==> config.mk <==
export PLATFORM = sky130hd
export DESIGN_NAME = ultrasonic_sensor_trigger
export DESIGN_NICKNAME = d
export VERILOG_FILES = /design/src/rtl/hcsr04_pkg.sv /design/src/rtl/hcsr04_sync2.sv /design/src/rtl/ultrasonic_sensor_trigger.sv
export SDC_FILE = /design/constraint.sdc
export NUM_CORES = 1
export LEC_CHECK = 0
export CAP_MARGIN = 40
export CORE_MARGIN = 2
export CORE_UTILIZATION = 40
export DETAILED_ROUTE_END_ITERATION = 8
export PLACE_DENSITY = 0.58
export SLEW_MARGIN = 20
export SYNTH_ARGS = -nofsm -noshare
export SYNTH_HDL_FRONTEND = slang
export SYNTH_HIERARCHICAL = 1
export SYNTH_SLANG_ARGS = --single-unit
==> constraint.sdc <==
create_clock -name Clk_i -period 3 [get_ports Clk_i]
set_clock_uncertainty 0.2 [all_clocks]
set_input_delay 0.6 -clock Clk_i [delete_from_list [all_inputs] [get_ports Clk_i]]
set_output_delay 0.6 -clock Clk_i [all_outputs]
set_load 0.005 [all_outputs]
==> src/rtl/hcsr04_pkg.sv <==
// Shared HC-SR04 definitions: FSM state encoding, default cycle constants
// at 50 MHz, and a counter-width helper used by the trigger and echo stages.
package hcsr04_pkg;

  typedef enum logic [2:0] {
    ST_IDLE      = 3'd0,
    ST_TRIG      = 3'd1,
    ST_WAIT_RISE = 3'd2,
    ST_ECHO_HIGH = 3'd3,
    ST_HOLDOFF   = 3'd4
  } hcsr04_state_t;

  // 10 us trigger pulse, 38 ms echo window, 60 ms ranging period at 50 MHz
  localparam int unsigned HCSR04_TRIG_CYCLES         = 500;
  localparam int unsigned HCSR04_ECHO_TIMEOUT_CYCLES = 1_900_000;
  localparam int unsigned HCSR04_PERIOD_CYCLES       = 3_000_000;

  // Bits needed for a counter that must hold max_val (never narrower than 1)
  function automatic int cnt_width(input int unsigned max_val);
    return (max_val < 2) ? 1 : $clog2(max_val + 1);
  endfunction

endpackage

==> src/rtl/hcsr04_sync2.sv <==
// Two-flop synchronizer for the raw echo pin; both flops clear on reset.
module hcsr04_sync2 (
  input  logic Clk_i,
  input  logic Reset_i,
  input  logic Async_i,
  output logic Sync_o
);

  logic meta_reg;
  logic sync_reg;

  // Shift the asynchronous input through two flops
  always_ff @(posedge Clk_i or negedge Reset_i) begin
    if (!Reset_i) begin
      meta_reg <= 1'b0;
      sync_reg <= 1'b0;
    end else begin
      meta_reg <= Async_i;
      sync_reg <= meta_reg;
    end
  end

  assign Sync_o = sync_reg;

endmodule

==> src/rtl/ultrasonic_sensor_trigger.sv <==
// HC-SR04 trigger sequencer: issues the trigger pulse, watches the
// synchronized echo for a valid high pulse or a timeout, then holds off
// until the ranging period has elapsed.
module ultrasonic_sensor_trigger
  import hcsr04_pkg::*;
#(
  parameter int unsigned TRIG_CYCLES         = HCSR04_TRIG_CYCLES,
  parameter int unsigned ECHO_TIMEOUT_CYCLES = HCSR04_ECHO_TIMEOUT_CYCLES,
  parameter int unsigned PERIOD_CYCLES       = HCSR04_PERIOD_CYCLES
) (
  input  logic Clk_i,
  input  logic Reset_i,
  input  logic Enable_i,
  input  logic Start_i,
  input  logic Echo_i,
  output logic Trigger_o,
  output logic Echo_sync_o,
  output logic Busy_o,
  output logic Done_o,
  output logic Timeout_o
);

  localparam int TRIG_W = cnt_width(TRIG_CYCLES - 1);
  localparam int TMO_W  = cnt_width(ECHO_TIMEOUT_CYCLES);
  localparam int PER_W  = cnt_width(PERIOD_CYCLES - 1);

  localparam logic [TRIG_W-1:0] TRIG_LAST = TRIG_W'(TRIG_CYCLES - 1);
  localparam logic [TMO_W-1:0]  TMO_LAST  = TMO_W'(ECHO_TIMEOUT_CYCLES - 1);
  localparam logic [TMO_W-1:0]  TMO_MAX   = TMO_W'(ECHO_TIMEOUT_CYCLES);
  // Leaving HOLDOFF on the edge where the period count becomes PERIOD-1
  // puts the next IDLE decision exactly PERIOD clocks after the last one.
  localparam logic [PER_W-1:0]  PER_EXIT  = PER_W'(PERIOD_CYCLES - 2);
  localparam logic [PER_W-1:0]  PER_MAX   = PER_W'(PERIOD_CYCLES - 1);

  // The period must cover trigger, full echo window and the FSM hops
  if ((TRIG_CYCLES == 0) || (ECHO_TIMEOUT_CYCLES == 0) || (PERIOD_CYCLES == 0) ||
      (64'(PERIOD_CYCLES) < 64'(TRIG_CYCLES) + 64'(ECHO_TIMEOUT_CYCLES) + 64'd4))
  begin : g_param_check
    $error("ultrasonic_sensor_trigger: illegal TRIG/ECHO_TIMEOUT/PERIOD parameters");
  end

  hcsr04_state_t     state_reg;
  logic [TRIG_W-1:0] trig_cnt_reg;
  logic [TMO_W-1:0]  tmo_cnt_reg;
  logic [PER_W-1:0]  per_cnt_reg;
  logic              echo_prev_reg;
  logic              armed_reg;
  logic              trigger_reg;
  logic              busy_reg;
  logic              done_reg;
  logic              timeout_reg;
  logic              echo_sync;
  logic              echo_rise;
  logic              echo_fall;
  logic              tmo_hit;

  hcsr04_sync2 u_echo_sync (
    .Clk_i   (Clk_i),
    .Reset_i (Reset_i),
    .Async_i (Echo_i),
    .Sync_o  (echo_sync)
  );

  assign echo_rise = echo_sync & ~echo_prev_reg;
  assign echo_fall = ~echo_sync & echo_prev_reg;
  assign tmo_hit   = (tmo_cnt_reg == TMO_LAST);

  // Edge-detect history and a one-clock arm delay after reset release
  always_ff @(posedge Clk_i or negedge Reset_i) begin
    if (!Reset_i) begin
      echo_prev_reg <= 1'b0;
      armed_reg     <= 1'b0;
    end else begin
      echo_prev_reg <= echo_sync;
      armed_reg     <= 1'b1;
    end
  end

  // Measurement sequencer with its counters and registered outputs
  always_ff @(posedge Clk_i or negedge Reset_i) begin
    if (!Reset_i) begin
      state_reg    <= ST_IDLE;
      trig_cnt_reg <= '0;
      tmo_cnt_reg  <= '0;
      per_cnt_reg  <= '0;
      trigger_reg  <= 1'b0;
      busy_reg     <= 1'b0;
      done_reg     <= 1'b0;
      timeout_reg  <= 1'b0;
    end else begin
      done_reg    <= 1'b0;
      timeout_reg <= 1'b0;
      if (per_cnt_reg != PER_MAX) begin
        per_cnt_reg <= per_cnt_reg + 1'b1;
      end
      case (state_reg)
        ST_IDLE: begin
          if (armed_reg && (Enable_i || Start_i)) begin
            state_reg    <= ST_TRIG;
            trigger_reg  <= 1'b1;
            busy_reg     <= 1'b1;
            trig_cnt_reg <= '0;
            per_cnt_reg  <= '0;
          end
        end
        ST_TRIG: begin
          if (trig_cnt_reg == TRIG_LAST) begin
            state_reg   <= ST_WAIT_RISE;
            trigger_reg <= 1'b0;
            tmo_cnt_reg <= '0;
          end else begin
            trig_cnt_reg <= trig_cnt_reg + 1'b1;
          end
        end
        ST_WAIT_RISE: begin
          if (tmo_cnt_reg != TMO_MAX) begin
            tmo_cnt_reg <= tmo_cnt_reg + 1'b1;
          end
          if (tmo_hit) begin
            state_reg   <= ST_HOLDOFF;
            timeout_reg <= 1'b1;
          end else if (echo_rise) begin
            state_reg <= ST_ECHO_HIGH;
          end
        end
        ST_ECHO_HIGH: begin
          if (tmo_cnt_reg != TMO_MAX) begin
            tmo_cnt_reg <= tmo_cnt_reg + 1'b1;
          end
          // A fall seen on the final window clock still counts as valid
          if (echo_fall) begin
            state_reg <= ST_HOLDOFF;
            done_reg  <= 1'b1;
          end else if (tmo_hit) begin
            state_reg   <= ST_HOLDOFF;
            timeout_reg <= 1'b1;
          end
        end
        ST_HOLDOFF: begin
          if (per_cnt_reg >= PER_EXIT) begin
            state_reg <= ST_IDLE;
            busy_reg  <= 1'b0;
          end
        end
        default: begin
          state_reg   <= ST_IDLE;
          trigger_reg <= 1'b0;
          busy_reg    <= 1'b0;
        end
      endcase
    end
  end

  assign Trigger_o   = trigger_reg;
  assign Echo_sync_o = echo_sync;
  assign Busy_o      = busy_reg;
  assign Done_o      = done_reg;
  assign Timeout_o   = timeout_reg;

endmodule

==> changes_impl.md, run 1 <==
### Physical design

- Result of the run: completed
- Sequential fraction of the synthesis area: 0.486
- Synthesized chip area reported by yosys: 3240 µm²
- Xor+xnor area frac: 0.111
- Cell leakage power: 1.61 nW
- Worst Setup Path Type: register to register
- Number of placed instances with taps included: roughly 450
- Cell with the most instances after synthesis: sky130_fd_sc_hd__dfrtp_1
- Met1 wire length: 3.31 mm
- Setup repair after global routing missed its margin: no
- Final clock-cell share: 0.0574
- Top flip-flop cell by instance count after synthesis: sky130_fd_sc_hd__dfrtp_1
- Total of endpoints with negative setup slack in the final report: 0
- Pwr Total: 2.19 mW
- Post-route insts no fill: about 470
- Nonclk buf count: 14
- Post-detailed-placement cell area: 3470 µm²
- Seq/total area: 0.428
- Clock tree buffer count of the final layout: 11
- Category of the worst setup path launch point: register
- Final Max-Slew Violation Tally: 0
- Top cells excl fill/tap: sky130_fd_sc_hd__dfrtp_1, sky130_fd_sc_hd__nor2_1, sky130_fd_sc_hd__nand2_1, sky130_fd_sc_hd__xor2_1, sky130_fd_sc_hd__nand3_1
- Seq Cell Count: 63
- Number of logic inverters in the finished layout: 8
- Most instantiated cells after synthesis: sky130_fd_sc_hd__dfrtp_1, sky130_fd_sc_hd__nor2_1, sky130_fd_sc_hd__nand2_1
- Syn Std Cell Area: roughly 3200 µm²
- Count of buffers added by post-CTS timing repair for setup: 0
- Total routing usage reported by global routing: 0.160
- Met2 wire length: between 2 and 3 mm
- Total via count after detailed routing: 2401
- Worst hold margin: 0.0959 ns
- Count of distinct cell types in the synthesized netlist: 47
- Area fraction in mux cells: 0.00695
- Clk pin slew, worst setup/hold paths: 0.07 ns
- Final TNS setup: 0 ns
- Count of instantiated cells in the yosys netlist: 346
- TritonCTS Buffers: 9
- Pwr dens: 593 nW/µm²
- GP Congestion: 0.798
- Number of sinks driven by the clock tree: between 60 and 70
- Minimum setup slack after placement: ~0.51 ns
- Arrival time worst endpoint: 2.29 ns
[run 1: worst max path at each step]
| stage | startpoint | to | slack [ns] | depth (start not counted) |
|---|---|---|---|---|
| 4_1_cts | trig_cnt_reg[0]$_DFFE_PN0P_ | tmo_cnt_reg[19]$_DFFE_PN0P_ | 0.71 | 7 |
| 2_1_floorplan | per_cnt_reg[8]$_DFF_PN0_ | state_reg[0]$_DFFE_PN0P_ | 0.85 | 6 |
| 3_5_place_dp | Start_i | trig_cnt_reg[6]$_DFFE_PN0P_ | 0.51 | 8 |
| 3_3_place_gp | Start_i | trig_cnt_reg[6]$_DFFE_PN0P_ | 0.56 | 8 |
| 6_report | trig_cnt_reg[0]$_DFFE_PN0P_ | tmo_cnt_reg[19]$_DFFE_PN0P_ | 0.72 | 7 |
| 5_1_grt | state_reg[2]$_DFFE_PN0P_ | tmo_cnt_reg[19]$_DFFE_PN0P_ | 0.59 | 6 |
[run 1: metal layers]
| metal | global-route usage | vias to the layer above |
|---|---|---|
| li1 | - | 1222 |
| met1 | 0.232 | 1141 |
| met2 | 0.228 | 30 |
| met3 | 0.0289 | 8 |
| met4 | 0.0797 | 0 |
| met5 | 0 | - |
[run 1: critical path: stages, from the launching register on]
cell	delay (ns)
sky130_fd_sc_hd__dfrtp_1	0.37
sky130_fd_sc_hd__ha_1	0.20
sky130_fd_sc_hd__and4bb_2	0.27
sky130_fd_sc_hd__a41o_1	0.31
sky130_fd_sc_hd__and3_1	0.36
sky130_fd_sc_hd__nor3b_2	0.23
sky130_fd_sc_hd__xnor2_1	0.14
sky130_fd_sc_hd__nor2_1	0.06
[run 1: report_power, final]
| part | internal (mW) | total, mW | switching, mW |
|---|---|---|---|
| registers | 0.921 | 1.03 | 0.106 |
| logic | 0.148 | 0.352 | 0.204 |
| clock network | 0.484 | 0.806 | 0.322 |
Figure 1. Supply network (run 1).
Drawn at 4 px/µm. Pins as bars on the die edge.
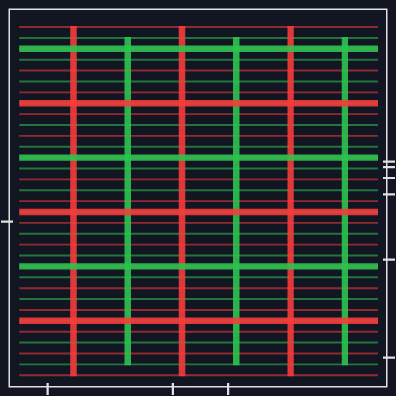
- green: VDD
- red: VSS
- met1 rails: 33
- met4 straps: 6
- met5 straps: 6
peak supply drop: 269 µV
x dimension of the die: 94.0 µm
die y size: 94.0 µm
placeable core region: 7810 µm²

Figure 2. Cell density map (run 1).
Drawn at 3 px/µm. 9 x 9 tiles, from white (low) to dark blue (high), 0 to 100% covered.
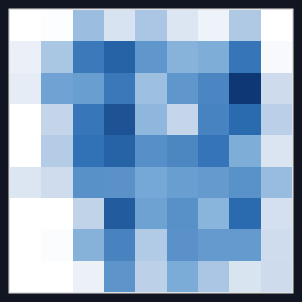
- fullest tile: 97%
- mean over tiles: 40%
- nearly empty tiles: 14%
end-of-flow core utilization: 0.472
effective utilization at floorplan: 0.415

Figure 3. Clock network drawn from the DEF (run 1).
Drawn at 6 px/µm.
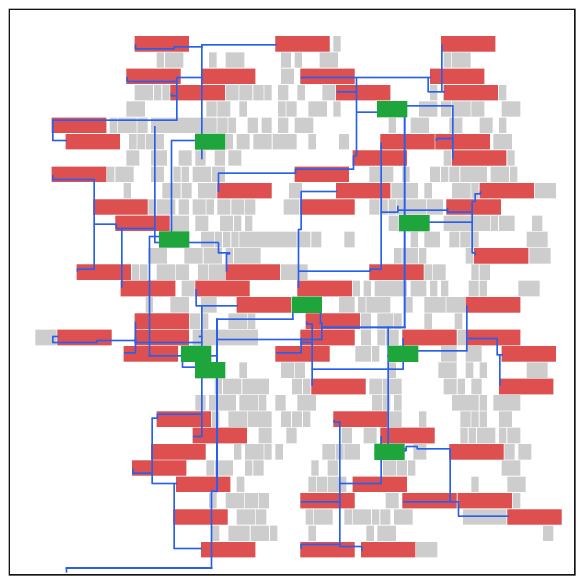
- red: flip-flops (count 63)
- green: cells driving clock nets (count 9)
- blue: clock wires (length 909 µm)
- routed clock nets: 10
clock network fraction of total power: 0.369
Clock Power: 0.806 mW
clock latency at the later pin of the worst-skew pair: 0.34 ns

==> run 2: changes to the inputs <==
Clock period 3 ns to 2.2 ns, I/O delays scaled along.
Figure 4. Signal wires by layer (run 2).
Drawn at 6 px/µm. Two of the layers only.
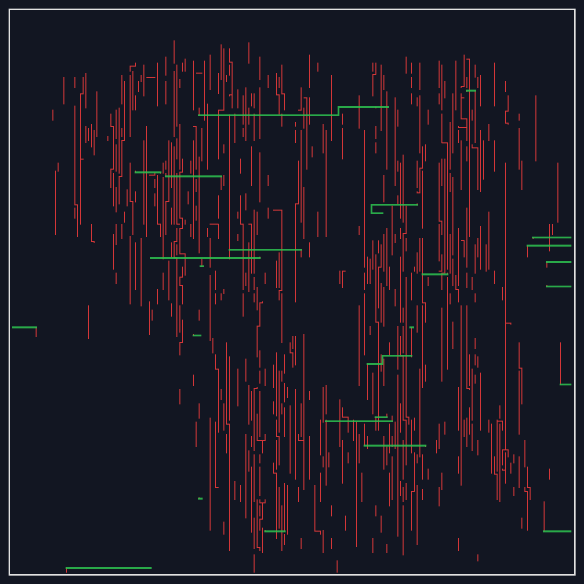
- green: met3 (wire length 175 µm)
- red: met2 (wire length 2920 µm)
total routing usage reported by global routing: 0.169
average detailed-routed wire length per instance: 13.3 µm
total via count after detailed routing: 2509
final wirelength: 6.57 mm

==> run 2 against run 1 <==
Net effect:
- first-iteration DRC count shrank 5.0%
- die size is the same
- final cell count grew 5.8%
- core utilization grew 2.8 points
- sequential power grew 33%
- sequential cell count is the same
- hold slack gained 0.053 ns
- via count grew 4.5%
- combinational power grew 63%
- highest routed layer unchanged
- design area grew 6.0%
- register-to-register slack lost 0.68 ns
==> changes_impl.md, run 2 <==
### Physical design

- WP buf/inv: 0
- Seq Cell Count: approximately 63
- Dpl hpwl: roughly 4.5 mm
- Post-layout min period: about 2.2 ns
- Routed vias/inst: 5.07
- Post-route antenna net violation count: 0
- Seq/total area: 0.403
- Count of distinct cell types in the synthesized netlist: approximately 47
- Top cells excl fill/tap: sky130_fd_sc_hd__dfrtp_1, sky130_fd_sc_hd__nor2_1, sky130_fd_sc_hd__nand2_1, sky130_fd_sc_hd__xor2_1, sky130_fd_sc_hd__buf_4
- Largest fanout on the critical path: 3
- Final TNS setup: 0 ns
- Cell leakage power: 1.72 nW
- Clock latency at the later pin of the worst-skew pair: 0.36 ns
- Worst hold margin: around 0.15 ns
- Minimum setup slack after placement: -0.0477 ns
- Reg-to-reg startpoint: per_cnt_reg[8]$_DFF_PN0_
- Most instantiated cells after synthesis: sky130_fd_sc_hd__dfrtp_1, sky130_fd_sc_hd__nor2_1, sky130_fd_sc_hd__nand2_1
- Category of the worst setup path launch point: register
- Final Max-Slew Violation Tally: 0
- Syn Std Cell Area: 3240 µm²
- CP Depth: 6
- Worst Setup Path Type: register to register
- Number of logic inverters in the finished layout: 8
- Worst reg-to-reg setup slack: approximately 0.04 ns
- Worst path cell trace: or4_4 > nor2_4 > and2_4 > a311oi_4 > a221oi_2 > mux2_1
- Maximum level of the CTS H-tree: 3
- Nonclk buf count: 40
- Max stage delay on crit path: 0.54 ns
- Placeable core region: 7810 µm²
- Instance tally after logic synthesis: 346
- Top flip-flop cell by instance count after synthesis: sky130_fd_sc_hd__dfrtp_1
- Setup repair after global routing missed its margin: yes
- Pwr Total: 2.99 mW
- Endpoint, Worst Hold: u_echo_sync/Sync_o$_DFF_PN0_
- Area-dominant class: multi-input combinational cells
- Total of endpoints with negative setup slack in the final report: 0
- Cell with the most instances after synthesis: sky130_fd_sc_hd__dfrtp_1
- Clock tree buffer count of the final layout: 10
- Count of instantiated cells in the yosys netlist: 346
- Sequential fraction of the synthesis area: 0.486
- Clk pin slew, worst setup/hold paths: 0.07 ns
- Max capacitance violation total: 0
- Effective utilization at floorplan: 0.415
- Top cells by area, synth: sky130_fd_sc_hd__dfrtp_1, sky130_fd_sc_hd__xor2_1, sky130_fd_sc_hd__nor2_1
- Final clock-cell share: 0.0532
- Final non-clock buffer share: 0.0852
- Warning total across the stage logs: 29
- Max stage delay cell, worst path: sky130_fd_sc_hd__or4_4
- Result of the run: completed
- Peak supply drop: 329 µV
- X dimension of the die: 94.0 µm
- TritonCTS Buffers: 9
- CP top delay family: simple AND/OR/NAND/NOR gates
- Die y size: 94.0 µm
- Synthesized chip area reported by yosys: ~3200 µm²
- Arrival time worst endpoint: 2.20 ns
- GP Congestion: 0.798
- Start point of the critical path: per_cnt_reg[8]$_DFF_PN0_
- Number of well-tap cells placed: 102
- Number of sinks driven by the clock tree: ~63
- Number of primary I/O pins: 10
- Pwr dens: 765 nW/µm²
- Number of synthesis warnings: 6
run 2: worst max-delay path by stage:
stage and endpoint:
2_1_floorplan state_reg[0]$_DFFE_PN0P_, 3_3_place_gp state_reg[0]$_DFFE_PN0P_, 3_5_place_dp state_reg[0]$_DFFE_PN0P_, 4_1_cts tmo_cnt_reg[19]$_DFFE_PN0P_, 5_1_grt state_reg[0]$_DFFE_PN0P_, 6_report state_reg[0]$_DFFE_PN0P_
run 2: cell families (layout without fill, tap and decap cells):
logic type,Yosys count,after routing,share of synthesized area
simple gates,182,182,0.279
flops,63,63,0.486
xor+xnor,41,41,0.111
compound gates,35,35,0.0749
buf+inv,17,64,0.0212
fa+ha+maj,5,5,0.0193
mux,2,2,0.00695
other cells,1,1,0.00116
run 2: repair_timing:
| action | 4_1_cts | 5_1_grt |
|---|---|---|
| gates resized | 0 | 7 |
| endpoints found under the setup margin | 0 | 5 |
| buffers inserted | 0 | 1 |
| hold buffers | 1 | 0 |
| endpoints found under the hold margin | 63 | 0 |
run 2: through the flow:
step	util	std cells	area [µm²]
finish	0.500	495	3910
global route	0.500	495	3910
CTS	0.496	494	3870
detailed placement	0.468	477	3650
global placement	0.468	477	3650
floorplan	-	346	3240
run 2: power breakdown:
part / total (mW) / switching, mW / internal (mW)
registers: 1.37 / 0.109 / 1.26
logic: 0.572 / 0.325 / 0.247
clock network: 1.05 / 0.493 / 0.557
total: 2.99 / 0.928 / 2.06
run 2: routing by layer:
metal / track usage / up-vias / share of wire
met5: 0 / - / 0
met3: 0.0289 / 9 / 0.026
li1: - / 1279 / -
met1: 0.234 / 1184 / 0.51
met4: 0.0870 / 0 / 0.020
met2: 0.253 / 37 / 0.44
==> run 3: changes to the inputs <==
Settings changed: CELL_PAD_IN_SITES_DETAIL_PLACEMENT set to 2, CELL_PAD_IN_SITES_GLOBAL_PLACEMENT set to 2, CORE_ASPECT_RATIO set to 0.6, CORE_UTILIZATION 40 to 39, PLACE_DENSITY 0.58 to 0.81.
Figure 5. Cell density map (run 3).
Drawn at 3 px/µm. 12 x 7 tiles, from white (low) to dark blue (high), 0 to 100% covered.
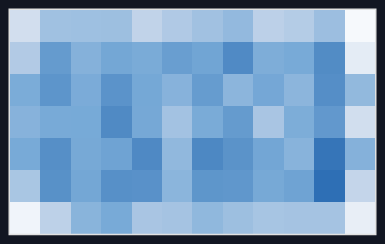
placeable core region: 7980 µm²
end-of-flow core utilization: 0.535

==> run 3 against run 2 <==
Net effect:
- the flow now finishes with violations (negative setup slack)
- final cell count rose by 4.6%
- fmax fell by 9.6%
- global-route usage rose by 16 points
- non-clock buffer count rose by 19
- highest routed layer unchanged
- clock-buffer cell count rose by 3
==> changes_impl.md, run 3 <==
### Physical design

- Switching power summed over all nets: ~1.2 mW
- Clock Power: approximately 1.4 mW
- Adder-Cell Fraction of Synth Area: 0.0193
- Worst reg-to-reg setup slack: -0.19 ns
- Internal: 2.42 mW
- Peak supply drop: approximately 560 µV
- Most instantiated cells after synthesis: sky130_fd_sc_hd__dfrtp_1, sky130_fd_sc_hd__nor2_1, sky130_fd_sc_hd__nand2_1
- Max stage delay cell, worst path: sky130_fd_sc_hd__dfrtp_1
- Sequential cell fraction of total power: 0.387
- Xor+xnor area frac: 0.111
- Cell count of the worst reg-to-reg path: 6
- Area fraction in mux cells: 0.00695
- Post-layout min period: 2.39 ns
- Dpl hpwl: 7.94 mm
- Total via count after detailed routing: 3246
- Top power group: sequential cells
- Number of synthesis warnings: 6
- Minimum setup slack after placement: -0.199 ns
- Routed vias/inst: 6.27
- Setup repair after global routing missed its margin: yes
- Count of buffers added by post-CTS timing repair for setup: 5
- Largest fanout on the critical path: 2
- Seq pwr: approximately 1.4 mW
- Cell leakage power: 1.92 nW
- Compound Share, Synth: 0.0749
- Top flip-flop cell by instance count after synthesis: sky130_fd_sc_hd__dfrtp_1
- Arrival time worst endpoint: approximately 2.4 ns
- CTS Hold Buffers Added: 1
- Top cells by area, synth: sky130_fd_sc_hd__dfrtp_1, sky130_fd_sc_hd__xor2_1, sky130_fd_sc_hd__nor2_1
- Count of distinct cell types in the synthesized netlist: 47
- Max capacitance violation total: 0
- Final wirelength: around 15 mm
- CTS resizes: 15
- Effective utilization at floorplan: 0.406
- Highest metal layer with signal wires: met4
- Number of primary I/O pins: 10
- Average detailed-routed wire length per instance: 29.9 µm
- Via count of the first global-routing pass: 3415
- Pwr Total: 3.65 mW
- Post-detailed-placement cell area: between 3000 and 4000 µm²
- Max stage delay on crit path: 0.42 ns
- Met1 wire length: 6.79 mm
- Total of endpoints with negative setup slack in the final report: 25
- X dimension of the die: roughly 120 µm
- Cell with the most instances after synthesis: sky130_fd_sc_hd__dfrtp_1
- Setup slack after layout: -0.190 ns
- Maximum level of the CTS H-tree: 3
- Worst Setup Path Type: register to register
- Clk pin slew, worst setup/hold paths: 0.06 ns
- Warning total across the stage logs: 30
- GP Congestion: 0.827
- Power in combinational cells: 0.890 mW
- Fraction of power spent switching nets: 0.337
- Pwr dens: ~860 nW/µm²
- Worst path cell trace: buf_4 > or3_1 > o31a_1 > a311oi_4 > a221oi_2 > mux2_1
- Clock network fraction of total power: 0.369
- Instance tally after logic synthesis: 346
- Area fraction in and, or, nand and nor cells after synthesis: 0.279
- Synthesized chip area reported by yosys: 3240 µm²
- Sequential fraction of the synthesis area: 0.486
- Top cells excl fill/tap: sky130_fd_sc_hd__dfrtp_1, sky130_fd_sc_hd__nor2_1, sky130_fd_sc_hd__buf_4, sky130_fd_sc_hd__nand2_1, sky130_fd_sc_hd__xor2_1
- Result of the run: finished with violations
- Die y size: 74.6 µm
- Number of sinks driven by the clock tree: roughly 63
- Total routing usage reported by global routing: 0.333
- Final Max-Slew Violation Tally: 0
- Post-route insts no fill: 518
- Syn Std Cell Area: approximately 3200 µm²
- Count of instantiated cells in the yosys netlist: 346
- WP buf/inv: 1
- Biggest combinational cell group after synthesis: simple AND/OR/NAND/NOR gates
- Post-route antenna net violation count: 0
- Violated checks: negative setup slack
==> run 3: metal layers <==
| metal | up-vias | global-route usage |
|---|---|---|
| li1 | 1311 | - |
| met1 | 1727 | 0.418 |
| met2 | 151 | 0.542 |
| met3 | 57 | 0.120 |
| met4 | 0 | 0.116 |
| met5 | - | 0 |
==> run 3: area by class of cell <==
type                            instances  share of cell area
Clock buffer                           13              0.0610
Timing Repair Buffer                   59               0.112
Clock inverter                          1             0.00117
Inverter                                8             0.00704
Sequential cell                        63               0.371
Multi-Input combinational cell        266               0.416
Tap cell                              108              0.0317
==> run 3: final timing paths <==
check                                          endpoint                           start
hold reg to reg            u_echo_sync/Sync_o$_DFF_PN0_  u_echo_sync/meta_reg$_DFF_PN0_
max in group asynchronous    tmo_cnt_reg[4]$_DFFE_PN0P_                         Reset_i
min in group asynchronous   tmo_cnt_reg[15]$_DFFE_PN0P_                         Reset_i
hold / removal             u_echo_sync/Sync_o$_DFF_PN0_  u_echo_sync/meta_reg$_DFF_PN0_
setup / recovery               state_reg[0]$_DFFE_PN0P_       per_cnt_reg[11]$_DFF_PN0_
setup reg to reg               state_reg[0]$_DFFE_PN0P_       per_cnt_reg[11]$_DFF_PN0_
==> run 3: cells by family after synthesis <==
group | count (synthesis)
compound gates | 35
fa+ha+maj | 5
flops | 63
buf+inv | 17
other cells | 1
xor+xnor | 41
simple gates | 182
mux | 2
==> run 3: stage by stage <==
stage	hold WS, ns	setup TNS (ns)
final	0.172	-2.10
after global routing	0.177	-2.93
after CTS	0.170	-0.0449
after detailed placement	0.159	-1.46
after global placement	0.135	-0.127
after floorplan	-0.0556	0
Power figures rest on the tool's default switching activity, not on a simulated workload.
